--- src/rtl/conv_seq_pkg.sv ---
// Shared types and size helpers for the convolution layer sequencer.
package conv_seq_pkg;

  typedef enum logic [2:0] {
    IDLE,
    LOAD_IN,
    LOAD_W,
    LOAD_B,
    START,
    RUN,
    DONE
  } state_t;

  function automatic int calc_n_in(input int c, input int h, input int w);
    return c * h * w;
  endfunction

  function automatic int calc_n_w(input int k, input int c, input int ks);
    return k * c * ks * ks;
  endfunction

  function automatic int calc_n_b(input int k);
    return k;
  endfunction

  function automatic int calc_n_out(input int k, input int h, input int w, input int ks);
    return k * (h - ks + 1) * (w - ks + 1);
  endfunction

  // A one-entry memory still needs a 1-bit address port.
  function automatic int addr_width(input int n);
    return (n > 1) ? $clog2(n) : 1;
  endfunction

  function automatic int max_int(input int a, input int b);
    return (a > b) ? a : b;
  endfunction

endpackage

--- src/rtl/conv_seq_bias_packer.sv ---
// Assembles four stream bytes, little-endian, into one 32-bit bias word.
module conv_seq_bias_packer
  import conv_seq_pkg::*;
(
  input  logic        clk,
  input  logic        rst,
  input  logic        clr,
  input  logic        byte_valid,
  input  logic [7:0]  byte_data,
  output logic [31:0] word,
  output logic        word_valid
);

  logic [1:0]  byte_cnt;
  logic [23:0] shreg;

  always_ff @(posedge clk or posedge rst) begin
    if (rst) begin
      byte_cnt   <= '0;
      shreg      <= '0;
      word       <= '0;
      word_valid <= 1'b0;
    end else begin
      word_valid <= 1'b0;
      if (clr) begin
        byte_cnt <= '0;
        shreg    <= '0;
      end else if (byte_valid) begin
        // Earlier bytes shift down so the first byte ends up in bits 7:0.
        if (byte_cnt == 2'd3) begin
          word       <= {byte_data, shreg};
          word_valid <= 1'b1;
        end else begin
          shreg <= {byte_data, shreg[23:8]};
        end
        byte_cnt <= byte_cnt + 2'd1;
      end
    end
  end

endmodule

--- src/rtl/conv_layer_sequencer.sv ---
// Loads inputs/weights/biases from one byte stream, starts the engine, forwards results.
// Optional watchdog on the RUN state: define CONV_SEQ_WATCHDOG_EN.
module conv_layer_sequencer
  import conv_seq_pkg::*;
#(
  parameter int INPUT_CHANNELS  = 1,
  parameter int OUTPUT_CHANNELS = 32,
  parameter int KERNEL_SIZE     = 3,
  parameter int INPUT_WIDTH     = 30,
  parameter int INPUT_HEIGHT    = 30,
  parameter int WDOG_CYCLES     = 1000000,
  localparam int N_IN  = calc_n_in(INPUT_CHANNELS, INPUT_HEIGHT, INPUT_WIDTH),
  localparam int N_W   = calc_n_w(OUTPUT_CHANNELS, INPUT_CHANNELS, KERNEL_SIZE),
  localparam int N_B   = calc_n_b(OUTPUT_CHANNELS),
  localparam int N_OUT = calc_n_out(OUTPUT_CHANNELS, INPUT_HEIGHT, INPUT_WIDTH, KERNEL_SIZE),
  localparam int IN_AW = addr_width(N_IN),
  localparam int W_AW  = addr_width(N_W),
  localparam int B_AW  = addr_width(N_B),
  localparam int OUT_W = addr_width(N_OUT + 1)
) (
  input  logic             clk,
  input  logic             rst,
  input  logic             cmd_start,
  output logic             busy,
  output logic             layer_done,
  input  logic [7:0]       s_data,
  input  logic             s_valid,
  output logic             s_ready,
  output logic             conv_start,
  input  logic             conv_done,
  output logic [7:0]       input_data_in,
  output logic             input_data_we,
  output logic [IN_AW-1:0] input_data_addr,
  output logic [7:0]       weight_data_in,
  output logic             weight_data_we,
  output logic [W_AW-1:0]  weight_data_addr,
  output logic [31:0]      bias_data_in,
  output logic             bias_data_we,
  output logic [B_AW-1:0]  bias_data_addr,
  input  logic [7:0]       conv_result,
  input  logic             conv_valid,
  output logic [7:0]       m_data,
  output logic             m_valid,
  output logic [OUT_W-1:0] out_count,
  output logic             wdog_err
);

  // One counter serves every load phase; bias bytes need two extra low bits.
  localparam int CNT_W = max_int(addr_width(max_int(max_int(N_IN, N_W), 4 * N_B)), B_AW + 2);

  state_t           state;
  logic [CNT_W-1:0] cnt;
  logic             done_seen;
  logic             xfer;
  logic             start_ok;
  logic             bias_byte;
  logic             wdog_fire;
  logic             run_finished;

  assign s_ready      = (state == LOAD_IN) || (state == LOAD_W) || (state == LOAD_B);
  assign xfer         = s_valid && s_ready;
  assign start_ok     = cmd_start && (state == IDLE);
  assign bias_byte    = xfer && (state == LOAD_B);
  assign run_finished = (done_seen && (out_count == OUT_W'(N_OUT))) || wdog_fire;

  conv_seq_bias_packer u_bias_packer (
    .clk        (clk),
    .rst        (rst),
    .clr        (start_ok),
    .byte_valid (bias_byte),
    .byte_data  (s_data),
    .word       (bias_data_in),
    .word_valid (bias_data_we)
  );

  // NOTE: sequential state uses non-blocking assignments only, so every
  // right-hand side sees the value from before the clock edge.
  always_ff @(posedge clk or posedge rst) begin
    if (rst) begin
      state            <= IDLE;
      cnt              <= '0;
      done_seen        <= 1'b0;
      busy             <= 1'b0;
      layer_done       <= 1'b0;
      conv_start       <= 1'b0;
      input_data_in    <= '0;
      input_data_we    <= 1'b0;
      input_data_addr  <= '0;
      weight_data_in   <= '0;
      weight_data_we   <= 1'b0;
      weight_data_addr <= '0;
      bias_data_addr   <= '0;
      m_data           <= '0;
      m_valid          <= 1'b0;
      out_count        <= '0;
    end else begin
      input_data_we  <= 1'b0;
      weight_data_we <= 1'b0;
      conv_start     <= 1'b0;
      layer_done     <= 1'b0;
      m_valid        <= conv_valid && (state == RUN);

      case (state)
        IDLE: begin
          if (cmd_start) begin
            state     <= LOAD_IN;
            busy      <= 1'b1;
            cnt       <= '0;
            done_seen <= 1'b0;
            out_count <= '0;
          end
        end

        LOAD_IN: begin
          if (xfer) begin
            input_data_we   <= 1'b1;
            input_data_addr <= cnt[IN_AW-1:0];
            input_data_in   <= s_data;
            if (cnt == CNT_W'(N_IN - 1)) begin
              cnt   <= '0;
              state <= LOAD_W;
            end else begin
              cnt <= cnt + 1'b1;
            end
          end
        end

        LOAD_W: begin
          if (xfer) begin
            weight_data_we   <= 1'b1;
            weight_data_addr <= cnt[W_AW-1:0];
            weight_data_in   <= s_data;
            if (cnt == CNT_W'(N_W - 1)) begin
              cnt   <= '0;
              state <= LOAD_B;
            end else begin
              cnt <= cnt + 1'b1;
            end
          end
        end

        LOAD_B: begin
          // The packer raises the write itself; only the address is tracked here.
          if (xfer) begin
            if (cnt[1:0] == 2'd3) bias_data_addr <= cnt[B_AW+1:2];
            if (cnt == CNT_W'(4 * N_B - 1)) begin
              cnt        <= '0;
              state      <= START;
              conv_start <= 1'b1;
            end else begin
              cnt <= cnt + 1'b1;
            end
          end
        end

        START: state <= RUN;

        RUN: begin
          if (conv_valid) begin
            m_data <= conv_result;
            if (out_count != OUT_W'(N_OUT)) out_count <= out_count + 1'b1;
          end
          if (conv_done) done_seen <= 1'b1;
          if (run_finished) begin
            state      <= DONE;
            layer_done <= 1'b1;
            busy       <= 1'b0;
          end
        end

        DONE: state <= IDLE;

        default: state <= IDLE;
      endcase
    end
  end

`ifdef CONV_SEQ_WATCHDOG_EN
  localparam int WD_W = addr_width(WDOG_CYCLES + 1);

  logic [WD_W-1:0] wdog_cnt;

  assign wdog_fire = (state == RUN) && !conv_valid && (wdog_cnt == WD_W'(WDOG_CYCLES - 1));

  always_ff @(posedge clk or posedge rst) begin
    if (rst) begin
      wdog_cnt <= '0;
      wdog_err <= 1'b0;
    end else begin
      if ((state != RUN) || conv_valid) wdog_cnt <= '0;
      else                              wdog_cnt <= wdog_cnt + 1'b1;
      if (start_ok)       wdog_err <= 1'b0;
      else if (wdog_fire) wdog_err <= 1'b1;
    end
  end
`else
  assign wdog_fire = 1'b0;
  // Constant 0 for any legal limit; keeps the parameter referenced in this build.
  assign wdog_err  = (WDOG_CYCLES < 0);
`endif

endmodule

--- config.mk ---
export PLATFORM = sky130hd
export DESIGN_NAME = conv_layer_sequencer
export DESIGN_NICKNAME = d
export VERILOG_FILES = /design/src/rtl/conv_seq_pkg.sv /design/src/rtl/conv_seq_bias_packer.sv /design/src/rtl/conv_layer_sequencer.sv
export SDC_FILE = /design/constraint.sdc
export NUM_CORES = 1
export LEC_CHECK = 0
export ABC_AREA = 1
export CORE_UTILIZATION = 25
export CTS_CLUSTER_DIAMETER = 200
export DETAILED_ROUTE_END_ITERATION = 7
export PLACE_DENSITY = 0.45
export SYNTH_ARGS = -nofsm -noshare
export SYNTH_HDL_FRONTEND = slang
export SYNTH_SLANG_ARGS = --single-unit
--- constraint.sdc ---
create_clock -name clk -period 8.7 [get_ports clk]
set_input_delay 1.305 -clock clk [delete_from_list [all_inputs] [get_ports clk]]
set_output_delay 1.305 -clock clk [all_outputs]
set_load 0.005 [all_outputs]
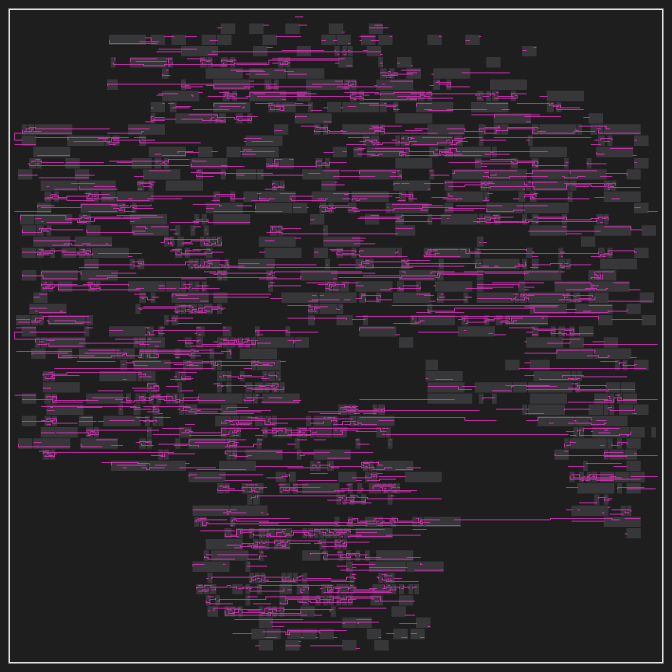
Figure 1: run 1, M1 wires.
Cells faint in the background.
The wires run mostly horizontal. 751 nets have wire on it. The layer holds 48% of the routed length. The longest straight run is 45.1 microns.
via count: 4869
DRT Wirelength: 16360 microns
met1 usage: 18.51%

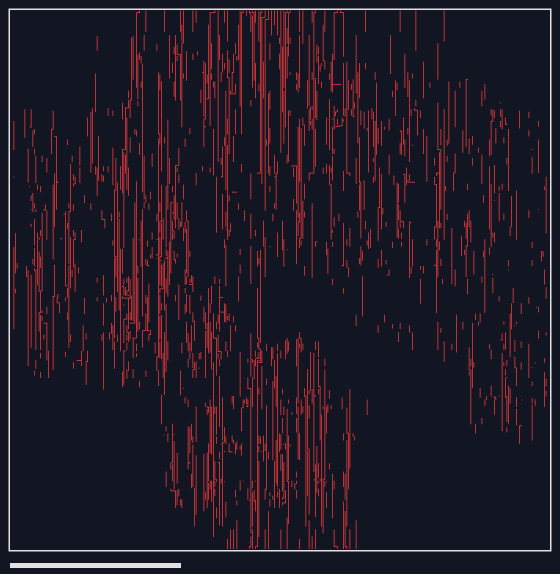
Figure 2: run 1, signal wires on met2.
The bar under the picture is 50 microns long.
The longest straight run is 63.9 microns. 637 nets have wire on it. The layer carries 7330 microns of wire. The wires run mostly vertical.
GR Util met2: 20.78%

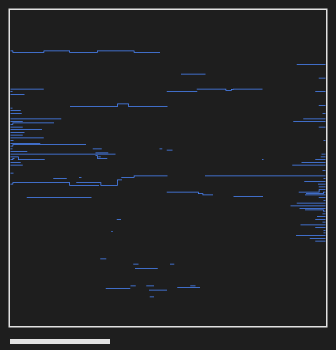
Figure 3: run 1, the metal 3 layer.
The bar under the picture is 50 microns long.
The longest straight run is 60.0 microns. The layer holds 6.4% of the routed length.
met3 usage: 4.599%

[run 1: layout make-up]
type,instances,area [sq um],area share (%)
Clock buffer,22,484.2,5.878
Clock inverter,9,156.4,1.899
Inverter,79,304.0,3.691
Multi-Input combinational cell,447,2092,25.39
Sequential cell,142,3553,43.13
Tap cell,319,399.1,4.845
Timing Repair Buffer,125,1249,15.16
[run 1: flip-flops by register name (all words and copies together), names as in the netlist]
register	flops
u_bias_packer.word	32
u_bias_packer.shreg	24
out_count	15
cnt	10
input_data_addr	10
weight_data_addr	9
input_data_in	8
m_data	8
weight_data_in	8
bias_data_addr	5
state	3
u_bias_packer.byte_cnt	2
busy	1
conv_start	1
done_seen	1
input_data_we	1
layer_done	1
m_valid	1
u_bias_packer.word_valid	1
weight_data_we	1
[run 1: power groups by stage]
stage / combinational, W / clock, W / sequential, W
floorplan: 0.0000710 / 0 / 0.000730
global placement: 0.000156 / 0 / 0.000738
detailed placement: 0.000156 / 0 / 0.000737
CTS: 0.000156 / 0.000810 / 0.000726
global route: 0.000175 / 0.000838 / 0.000730
finish: 0.000152 / 0.000793 / 0.000726
[run 1: cells by family (layout without fill, tap and decap cells)]
group,after synthesis,after routing
AND-OR/OR-AND,120,120
XOR/XNOR,8,8
adder cells (fa/ha/maj),4,4
buffers and inverters,103,235
flip-flops,142,142
other,1,1
AND/OR/NAND/NOR,314,314
[run 1: how the worst max path moves through the flow]
stage | startpoint | cells after the start | slack (ns) | endpoint
2_1_floorplan | rst | 1 | 3.59 | bias_data_addr[0]
4_1_cts | state[0] | 3 | 5.58 | s_ready
3_3_place_gp | rst | 3 | 5.30 | u_bias_packer.word[4]
6_report | state[0] | 3 | 5.64 | s_ready
3_5_place_dp | rst | 3 | 5.32 | u_bias_packer.word[4]
5_1_grt | state[0] | 3 | 5.53 | s_ready
==> results.sh, run 1 <==
# flow metrics
export IMPL_pre_cts_slack_ns=5.324
export IMPL_ant_nets=0
export IMPL_hp_class="flop to flop"
export IMPL_reg2reg_slack_ns=6.59
export IMPL_antenna_found_initial=0
export IMPL_postCtsSetupRepairBufs=0
export IMPL_switching_share_pct=23.24
export IMPL_cts_root_buf="clkbuf_16"
export IMPL_netlist_top_cells_count="195 x nand2_1, 142 x dfrtp_1, 73 x inv_1, 55 x o21ai_0, 54 x nor2_1"
export IMPL_cts_buffer_depth=2
export IMPL_grt_usage_pct=13.74
export IMPL_crit_family="buffers and inverters"
export IMPL_crit_path_start_kind="flop"
export IMPL_worstMarginPinSlew_ns=1.122
export IMPL_grt_max_degree=75
export IMPL_hold_slack_ns=0.4663
export IMPL_chip_area_sq_um=25030
export IMPL_slowest_stage="clkdlybuf4s50_1"
export IMPL_core_sq_um=23680
export IMPL_grt_pass1_wl_microns=25930
export IMPL_finalMaxSlewViolations=0
export IMPL_synth_seq_cells=142
export IMPL_routed_via_density=4.260
export IMPL_cts_sinks=142
export IMPL_holdPathStages=2
export IMPL_place_inst=1112
export IMPL_crit_arrival_ns=1.76
export IMPL_top_usage_layer="met2"
export IMPL_synthFlopType="dfrtp_1"
export IMPL_ys_sh_simple_pct=21.92
export IMPL_hold_end="m_data[3]"
export IMPL_edf_count=0
export IMPL_lay_top_count="nand2_1"
export IMPL_ff2ff_path_depth=7
export IMPL_muxShareOfSynthArea_pct=0
export IMPL_xor_area_share_pct=1.148
export IMPL_met2_length_microns=7326
export IMPL_drive_above_1_share_pct=6.432
export IMPL_syn_nets=718
export IMPL_max_freq_ghz=0.3263
export IMPL_cp_max_fo=8
export IMPL_setup_violations=0
export IMPL_fp_util_pct=25.76
export IMPL_p_comb_share_pct=9.1
export IMPL_synthTopCellsByArea="dfrtp_1 58%, nand2_1 12%, o21ai_0 4.5%, inv_1 4.5%, o21ai_1 3.5%"
export IMPL_cts_buffers=17
export IMPL_avgRoutedWirePerCell_microns=14.31
export IMPL_r2r_end="u_bias_packer.shreg[7]"
export IMPL_cp_common_cell="nor2_1"
export IMPL_pwr_share_seq_pct=43.4
export IMPL_synth_warnings=0
export IMPL_die_x_microns=158.2
export IMPL_drc=0
export IMPL_slew_headroom_pct=25.04
export IMPL_cellPowerDensity_nw_per_um2=202.9
export IMPL_place_area_sq_um=7597
export IMPL_rsz0062_at_grt="no"
export IMPL_finalClockSkew_ns=0.007188
export IMPL_place_hpwl_microns=11370
export IMPL_required_ns=7.39
export IMPL_fin_crit_ns=3.065
export IMPL_fillers=2507
export IMPL_fa_ha_area_share_pct=0.8203
export IMPL_ir_drop_v=0.0001090
export IMPL_syn_area_sq_um=6101
export IMPL_port_buffers=124
export IMPL_ctsHoldBuffers=0
export IMPL_most_common_layout_cells="195 x nand2_1, 142 x dfrtp_1, 124 x clkdlybuf4s50_1"
export IMPL_ys_seq_share_pct=58.24
export IMPL_ys_cells=692
export IMPL_critPathMaxStageDelay_ns=0.53
export IMPL_p_leak_nw=3.803
export IMPL_grt_overflow=0
export IMPL_holdCritStartpoint="m_data[3]"
export IMPL_total_power_w=0.001671
export IMPL_finalWorstSetupSlack_ns=5.635
export IMPL_cts_resized_gates=0
export IMPL_aoi_share_pct=10.34
export IMPL_outcome="completed"
export IMPL_avgSynthCellArea_sq_um=8.816
export IMPL_dr_pass1_iters=4
export IMPL_synth_cell_types=32
export IMPL_fin_crit_sh_pct=35.23
export IMPL_timing_rr_start="state[2]"
export IMPL_num_io_pins=126
export IMPL_hold_violations=0
export IMPL_yosysChipArea_sq_um=6101
export IMPL_insertedDiodeCount=0
export IMPL_crit_path_cell_trace="nor2_1, nor2_1, clkdlybuf4s50_1"
export IMPL_endpoint_kind="output port"
export IMPL_h_tree_depth=4
Figure 4. The clock network (run 1).
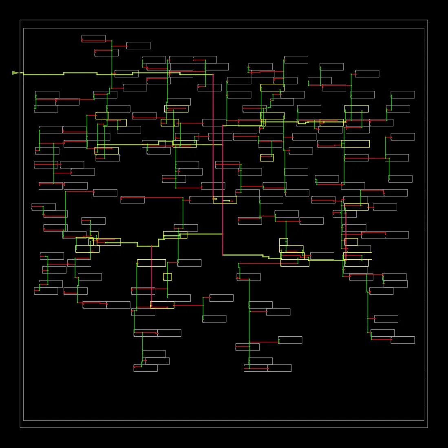

==> run 2: changes to the inputs <==
PLACE_DENSITY = 0.46   (was 0.45)
clock period = 2.5 ns   (was 8.7 ns; I/O delays follow)
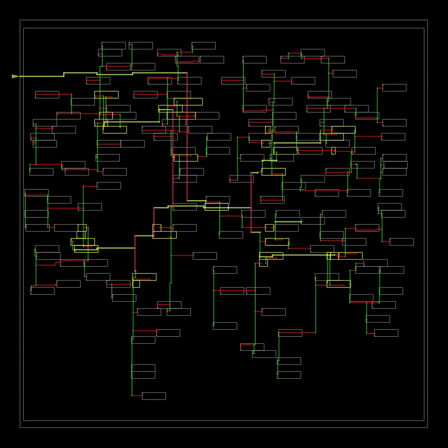
Figure 5: run 2, the clock network.
number of buffers created by CTS: 17
Layout Skew: 0.01132 ns
P_clk: 0.00252 W
Worst-Skew Late Latency: 0.42 ns

==> results.sh, run 2 <==
# flow metrics
export IMPL_crit_path_start_kind="flop"
export IMPL_synthFlopType="dfrtp_1"
export IMPL_yosys_area_top_type_share_pct=58.24
export IMPL_ant_nets=0
export IMPL_fin_crit_ns=2.100
export IMPL_routed_via_density=4.232
export IMPL_clkTransAtPathRegs_ns=0.06
export IMPL_dr_pass1_iters=4
export IMPL_syn_area_sq_um=6101
export IMPL_finalWorstSetupSlack_ns=0.3999
export IMPL_gp_congestion=0.7689
export IMPL_postCtsSetupRepairBufs=0
export IMPL_area_growth_pct=35.52
export IMPL_top_area_cell="dfrtp_1"
export IMPL_chip_area_sq_um=25030
export IMPL_h_tree_depth=4
export IMPL_cap_viol_max_count=0
export IMPL_crit_arrival_ns=1.73
export IMPL_synth_seq_cells=142
export IMPL_grt_overflow=0
export IMPL_dr_first_iter_drc_count=260
export IMPL_cp_max_fo=8
export IMPL_num_nets_final=845
export IMPL_timing_rr_start="state[2]"
export IMPL_port_buffers=124
export IMPL_edf_count=0
export IMPL_slew_headroom_pct=34.28
export IMPL_fp_dieH_microns=158.2
export IMPL_outcome="completed"
export IMPL_grt_max_degree=98
export IMPL_yosysChipArea_sq_um=6101
export IMPL_fin_crit_sh_pct=84.00
export IMPL_cts_tree="built"
export IMPL_ctsHoldBuffers=0
export IMPL_hold_violations=0
export IMPL_synth_cell_types=32
export IMPL_finalMaxSlewViolations=0
export IMPL_ir_drop_v=0.0004168
export IMPL_drc=0
export IMPL_vias=4871
export IMPL_rows=56
export IMPL_ff2ff_path_depth=8
export IMPL_required_ns=2.12
export IMPL_hp_class="primary input to asynchronous set/reset pin"
export IMPL_lay_top_count="nand2_1"
export IMPL_cts_sinks=142
export IMPL_cts_root_buf="clkbuf_16"
export IMPL_drive_above_1_share_pct=7.212
export IMPL_fin_tns_setup_ns=0
export IMPL_reg_top3="u_bias_packer.word x32, u_bias_packer.shreg x24, out_count x15"
export IMPL_insertedDiodeCount=0
export IMPL_worstSetupPathType="flop to output port"
export IMPL_max_freq_ghz=0.4762
export IMPL_setup_violations=0
export IMPL_endpoint_kind="output port"
export IMPL_antenna_found_initial=0
export IMPL_die_x_microns=158.2
export IMPL_reg2reg_slack_ns=0.55
export IMPL_rsz0062_at_grt="no"
export IMPL_grt_usage_pct=13.71
export IMPL_crit_start="state[0]"
export IMPL_cellPowerDensity_nw_per_um2=675.1
export IMPL_synthCells=692
export IMPL_synthMostInstantiatedCell="nand2_1"
export IMPL_core_sq_um=23680
export IMPL_comb_area_sq_um=2092
export IMPL_openroad_warnings=27
export IMPL_largest_register_ffs=32
export IMPL_top_register="u_bias_packer.word"
export IMPL_ys_cells=692
export IMPL_total_power_w=0.005582
export IMPL_grt_pass1_vias=4830
export IMPL_cts_buffer_depth=2
export IMPL_syn_nets=718
export IMPL_place_hpwl_microns=11380
export IMPL_worstMarginPinSlew_ns=0.9843
export IMPL_most_common_layout_cells="195 x nand2_1, 142 x dfrtp_1, 124 x clkdlybuf4s50_1"
export IMPL_num_io_pins=126
export IMPL_avgSynthCellArea_sq_um=8.816
export IMPL_grt_pass1_wl_microns=26280
export IMPL_endpoint="s_ready"
export IMPL_pre_cts_slack_ns=0.2527
export IMPL_async_reset_ff_share_pct=100.0
export IMPL_p_leak_nw=3.810
export IMPL_netlist_top_cells_count="195 x nand2_1, 142 x dfrtp_1, 73 x inv_1, 55 x o21ai_0, 54 x nor2_1"
export IMPL_fillers=2520
export IMPL_ys_seq_share_pct=58.24
export IMPL_seqCellArea_sq_um=3553
export IMPL_fin_util_pct=34.91
export IMPL_synth_warnings=0
export IMPL_cts_resized_gates=0
export IMPL_synthTopCellsByArea="dfrtp_1 58%, nand2_1 12%, o21ai_0 4.5%, inv_1 4.5%, o21ai_1 3.5%"
export IMPL_r2r_end="u_bias_packer.word[4]"
export IMPL_avgRoutedWirePerCell_microns=14.06
export IMPL_fp_util_pct=25.76
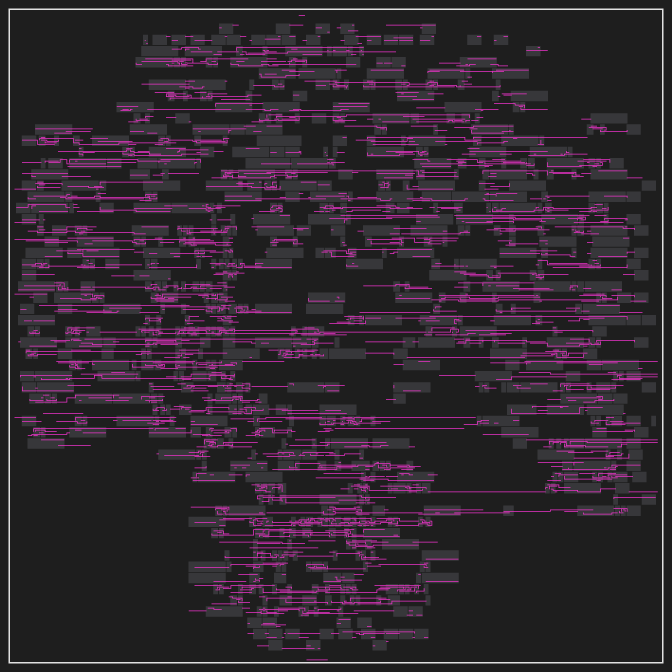
Figure 6: run 2, M1 wires.
Cells faint in the background.
The layer holds 48% of the routed length. The longest straight run is 52.4 microns. The wires run mostly horizontal. 741 nets have wire on it.
met1 usage: 18.51%
DRT Wirelength: 16180 microns

==> run 2: cell counts after synthesis <==
Identical to the previous run, type by type.
==> run 2: critical path, stage by stage (launching register included) <==
cell and delay (ns):
dfrtp_1 0.49, nor2_1 0.13, nor2_1 0.17, clkdlybuf4s50_1 0.53
==> run 2: cell families (layout without fill, tap and decap cells) <==
| logic type | Yosys count | in the layout | synth area share, % |
|---|---|---|---|
| buffers and inverters | 103 | 243 | 7.465 |
| XOR/XNOR | 8 | 8 | 1.149 |
| other | 1 | 1 | 0.06147 |
| AND/OR/NAND/NOR | 314 | 314 | 21.92 |
| adder cells (fa/ha/maj) | 4 | 4 | 0.8204 |
| AND-OR/OR-AND | 120 | 120 | 10.34 |
| flip-flops | 142 | 142 | 58.24 |
==> run 2: stage by stage <==
stage / area [sq um] / std cells / hold WS (ns)
finish: 8268 / 1151 / 0.2419
global route: 8268 / 1151 / 0.2266
CTS: 8268 / 1151 / 0.2226
detailed placement: 7674 / 1119 / 0.4586
global placement: 7674 / 1119 / 0.4567
floorplan: 6105 / 692 / 0.4392
==> run 2: routing by layer <==
layer,routed length (microns),track usage (%)
met1,7779,18.51
met2,7465,21.55
met3,802,3.613
met4,134,3.709
met5,0,0
==> run 2: power by group <==
group	switching, W	internal, W	leakage [nW]	total (W)
Combinational	0.000251	0.000283	1.75	0.000534
Sequential	0.000116	0.00241	1.77	0.00253
Clock	0.000989	0.00153	0.288	0.00252
==> run 2: area by class of cell <==
class	instances	area share [%]
clock buffer	21	5.569
sequential	142	42.98
timing repair buffer	132	16.04
tap	319	4.827
multi-input combinational	447	25.30
inverter	79	3.662
clock inverter	11	1.619
Figure 7. Signal wires on met2 (run 2).
The bar under the picture is 50 microns long.
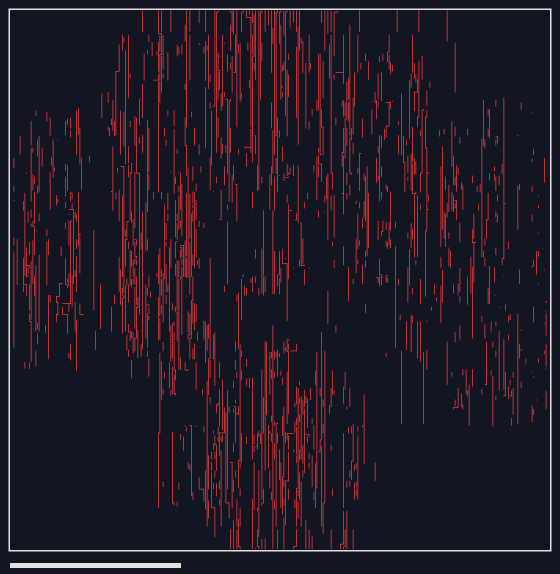

==> run 3: changes to the inputs <==
clock period = 1.9 ns   (was 2.5 ns; I/O delays follow)
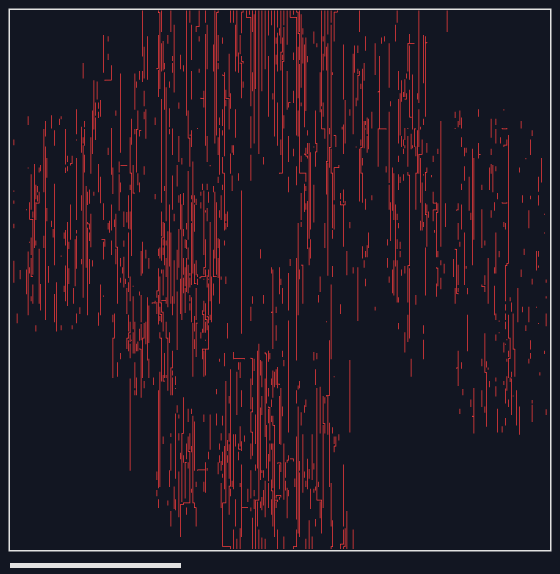
Figure 8: run 3, signal wires on met2.
The bar under the picture is 50 microns long.
The layer carries 7240 microns of wire. 647 nets have wire on it. The wires run mostly vertical.
via count: 4938
DRT Wirelength: 16270 microns

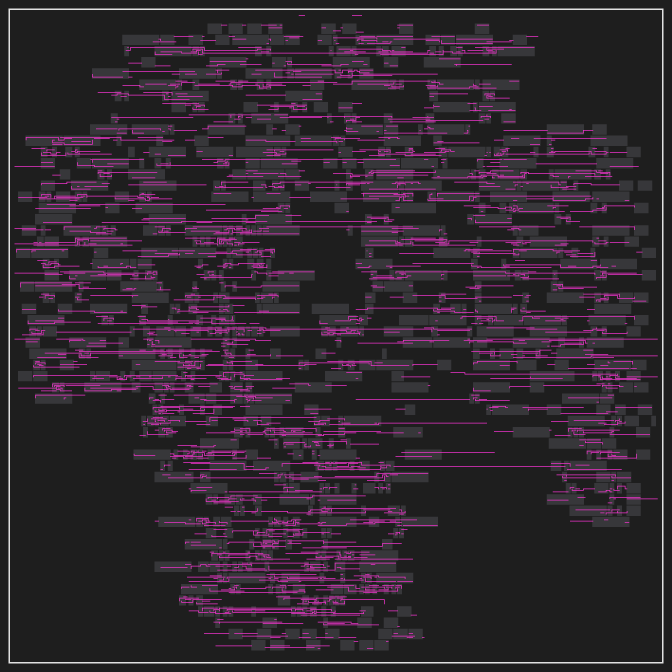
Figure 9: run 3, M1 wires.
Cells faint in the background.
779 nets have wire on it. The wires run mostly horizontal. The longest straight run is 54.7 microns. The layer carries 7910 microns of wire. The layer holds 49% of the routed length.
met1 usage: 18.97%

==> results.sh, run 3 <==
# flow metrics
export IMPL_cp_max_fo=4
export IMPL_clkTransAtPathRegs_ns=0.06
export IMPL_insertedDiodeCount=0
export IMPL_crit_arrival_ns=1.47
export IMPL_finalMaxSlewViolations=0
export IMPL_cellPowerDensity_nw_per_um2=895.5
export IMPL_postCtsSetupRepairBufs=0
export IMPL_xor_area_share_pct=1.148
export IMPL_grt_overflow=0
export IMPL_cts_buffers=17
export IMPL_syn_nets=718
export IMPL_place_area_sq_um=7916
export IMPL_edf_count=0
export IMPL_synth_warnings=0
export IMPL_h_tree_depth=4
export IMPL_rows=56
export IMPL_worstSetupPathType="flop to output port"
export IMPL_total_power_w=0.007696
export IMPL_fp_dieH_microns=158.2
export IMPL_cts_buffer_depth=2
export IMPL_netlist_top_cells_count="195 x nand2_1, 142 x dfrtp_1, 73 x inv_1, 55 x o21ai_0, 54 x nor2_1"
export IMPL_num_io_pins=126
export IMPL_num_nets_final=870
export IMPL_endpoint_kind="output port"
export IMPL_largest_register_ffs=32
export IMPL_synthFlopType="dfrtp_1"
export IMPL_synthCells=692
export IMPL_port_buffers=124
export IMPL_grt_pass1_vias=4841
export IMPL_fp_util_pct=25.76
export IMPL_fa_ha_area_share_pct=0.8203
export IMPL_dr_pass1_iters=4
export IMPL_slew_headroom_pct=66.51
export IMPL_fin_area_sq_um=8593
export IMPL_crit_path_start_kind="flop"
export IMPL_most_common_layout_cells="195 x nand2_1, 140 x dfrtp_1, 123 x clkdlybuf4s50_1"
export IMPL_max_freq_ghz=0.5698
export IMPL_cap_viol_max_count=0
export IMPL_die_x_microns=158.2
export IMPL_fin_tns_setup_ns=0
export IMPL_place_inst=1143
export IMPL_clk_latency_ns=0.42
export IMPL_outcome="completed"
export IMPL_synth_cell_types=32
export IMPL_fin_crit_ns=1.755
export IMPL_hp_class="primary input to asynchronous set/reset pin"
export IMPL_synthTopCellsByArea="dfrtp_1 58%, nand2_1 12%, o21ai_0 4.5%, inv_1 4.5%, o21ai_1 3.5%"
export IMPL_antenna_found_initial=0
export IMPL_ctsHoldBuffers=0
export IMPL_ir_drop_v=0.0005578
export IMPL_grt_use_met3_pct=4.435
export IMPL_syn_area_sq_um=6101
export IMPL_place_hpwl_microns=11640
export IMPL_hold_slack_ns=0.2233
export IMPL_top_area_cell="dfrtp_1"
export IMPL_openroad_warnings=28
export IMPL_gp_congestion=0.8132
export IMPL_finalClockSkew_ns=0.01099
export IMPL_finalWorstSetupSlack_ns=0.1449
export IMPL_chip_area_sq_um=25030
export IMPL_avgSynthCellArea_sq_um=8.816
export IMPL_lay_top_count="nand2_1"
export IMPL_drc=0
export IMPL_aoi_share_pct=10.34
export IMPL_grt_pass1_wl_microns=26390
export IMPL_avgRoutedWirePerCell_microns=13.84
export IMPL_grt_usage_pct=13.86
export IMPL_timing_rr_start="state[1]"
export IMPL_grt_max_degree=47
export IMPL_required_ns=1.62
export IMPL_synthMostInstantiatedCell="nand2_1"
export IMPL_ff2ff_path_depth=9
export IMPL_cts_root_buf="clkbuf_16"
export IMPL_hold_violations=0
export IMPL_grtUsageMet2_pct=20.78
export IMPL_routed_via_density=4.199
export IMPL_dr_first_iter_drc_count=300
export IMPL_top_register="u_bias_packer.word"
export IMPL_top_usage_layer="met2"
export IMPL_fin_util_pct=36.28
export IMPL_ys_cells=692
export IMPL_drive_above_1_share_pct=10.62
export IMPL_pre_cts_slack_ns=0.05514
export IMPL_core_sq_um=23680
export IMPL_area_growth_pct=40.85
export IMPL_cts_sinks=142
export IMPL_reg_top3="u_bias_packer.word x32, u_bias_packer.shreg x24, out_count x15"
export IMPL_reg2reg_slack_ns=0.23
export IMPL_worstMarginPinSlew_ns=0.5016
export IMPL_yosysChipArea_sq_um=6101
export IMPL_synth_seq_cells=142
export IMPL_cts_tree="built"
export IMPL_yosys_area_top_type_share_pct=58.24
export IMPL_p_leak_nw=3.993
export IMPL_ys_seq_share_pct=58.24
export IMPL_cts_resized_gates=4
export IMPL_ant_nets=0
export IMPL_layout_cells_non_filler=1176
export IMPL_muxShareOfSynthArea_pct=0
export IMPL_ys_sh_simple_pct=21.92
export IMPL_async_reset_ff_share_pct=100.0
export IMPL_top_logic_kind="simple AND/OR/NAND/NOR gates"
export IMPL_r2r_end="out_count[13]"
export IMPL_setup_violations=0
export IMPL_rsz0062_at_grt="no"
export IMPL_fin_crit_sh_pct=92.37
-- run 3: cell counts after synthesis --
No cell type changed its count.
-- run 3: area by class of cell --
type / instances / area [sq um]
Fill cell: 2483 / 15090
Sequential cell: 142 / 3556
Multi-Input combinational cell: 447 / 2101
Timing Repair Buffer: 157 / 1588
Clock buffer: 21 / 470.5
Tap cell: 319 / 399.1
Inverter: 79 / 302.8
Clock inverter: 11 / 176.4
-- run 3: critical path, cell delays in order (launching register included) --
cell and delay [ns]:
dfrtp_1 0.41, buf_4 0.15, clkdlybuf4s50_1 0.50
-- run 3: worst max path at each step --
stage	from	endpoint	slack (ns)	cells past startpoint
floorplan	rst	bias_data_addr[0]	-0.16	1
global placement	s_valid	cnt[3]	0.06	8
detailed placement	s_valid	u_bias_packer.shreg[0]	0.06	9
CTS	out_count[7]	out_count[7]	0.10	2
global route	out_count[7]	out_count[7]	0.05	2
finish	out_count[7]	out_count[7]	0.14	2
-- run 3: logic make-up (layout without fill, tap and decap cells) --
kind of cell,count (synthesis),after routing
xor gates and xnor gates,8,8
other,1,1
adders and majority gates,4,4
buffers and inverters,103,268
and+or+nand+nor,314,314
AOI/OAI and AO/OA,120,120
DFF,142,142
-- run 3: report_power, final --
part / internal, W / leakage [nW] / switching (W)
clock network: 0.00232 / 0.315 / 0.00132
logic: 0.000401 / 1.91 / 0.000356
registers: 0.00317 / 1.77 / 0.000128
-- run 3: metal layers --
metal | wire [microns] | up-vias
met5 | 0 | -
met4 | 165 | 0
met3 | 954 | 14
met2 | 7242 | 98
met1 | 7912 | 2296
li1 | - | 2530
No activity file was given, so power comes from the tool's default toggle rates.
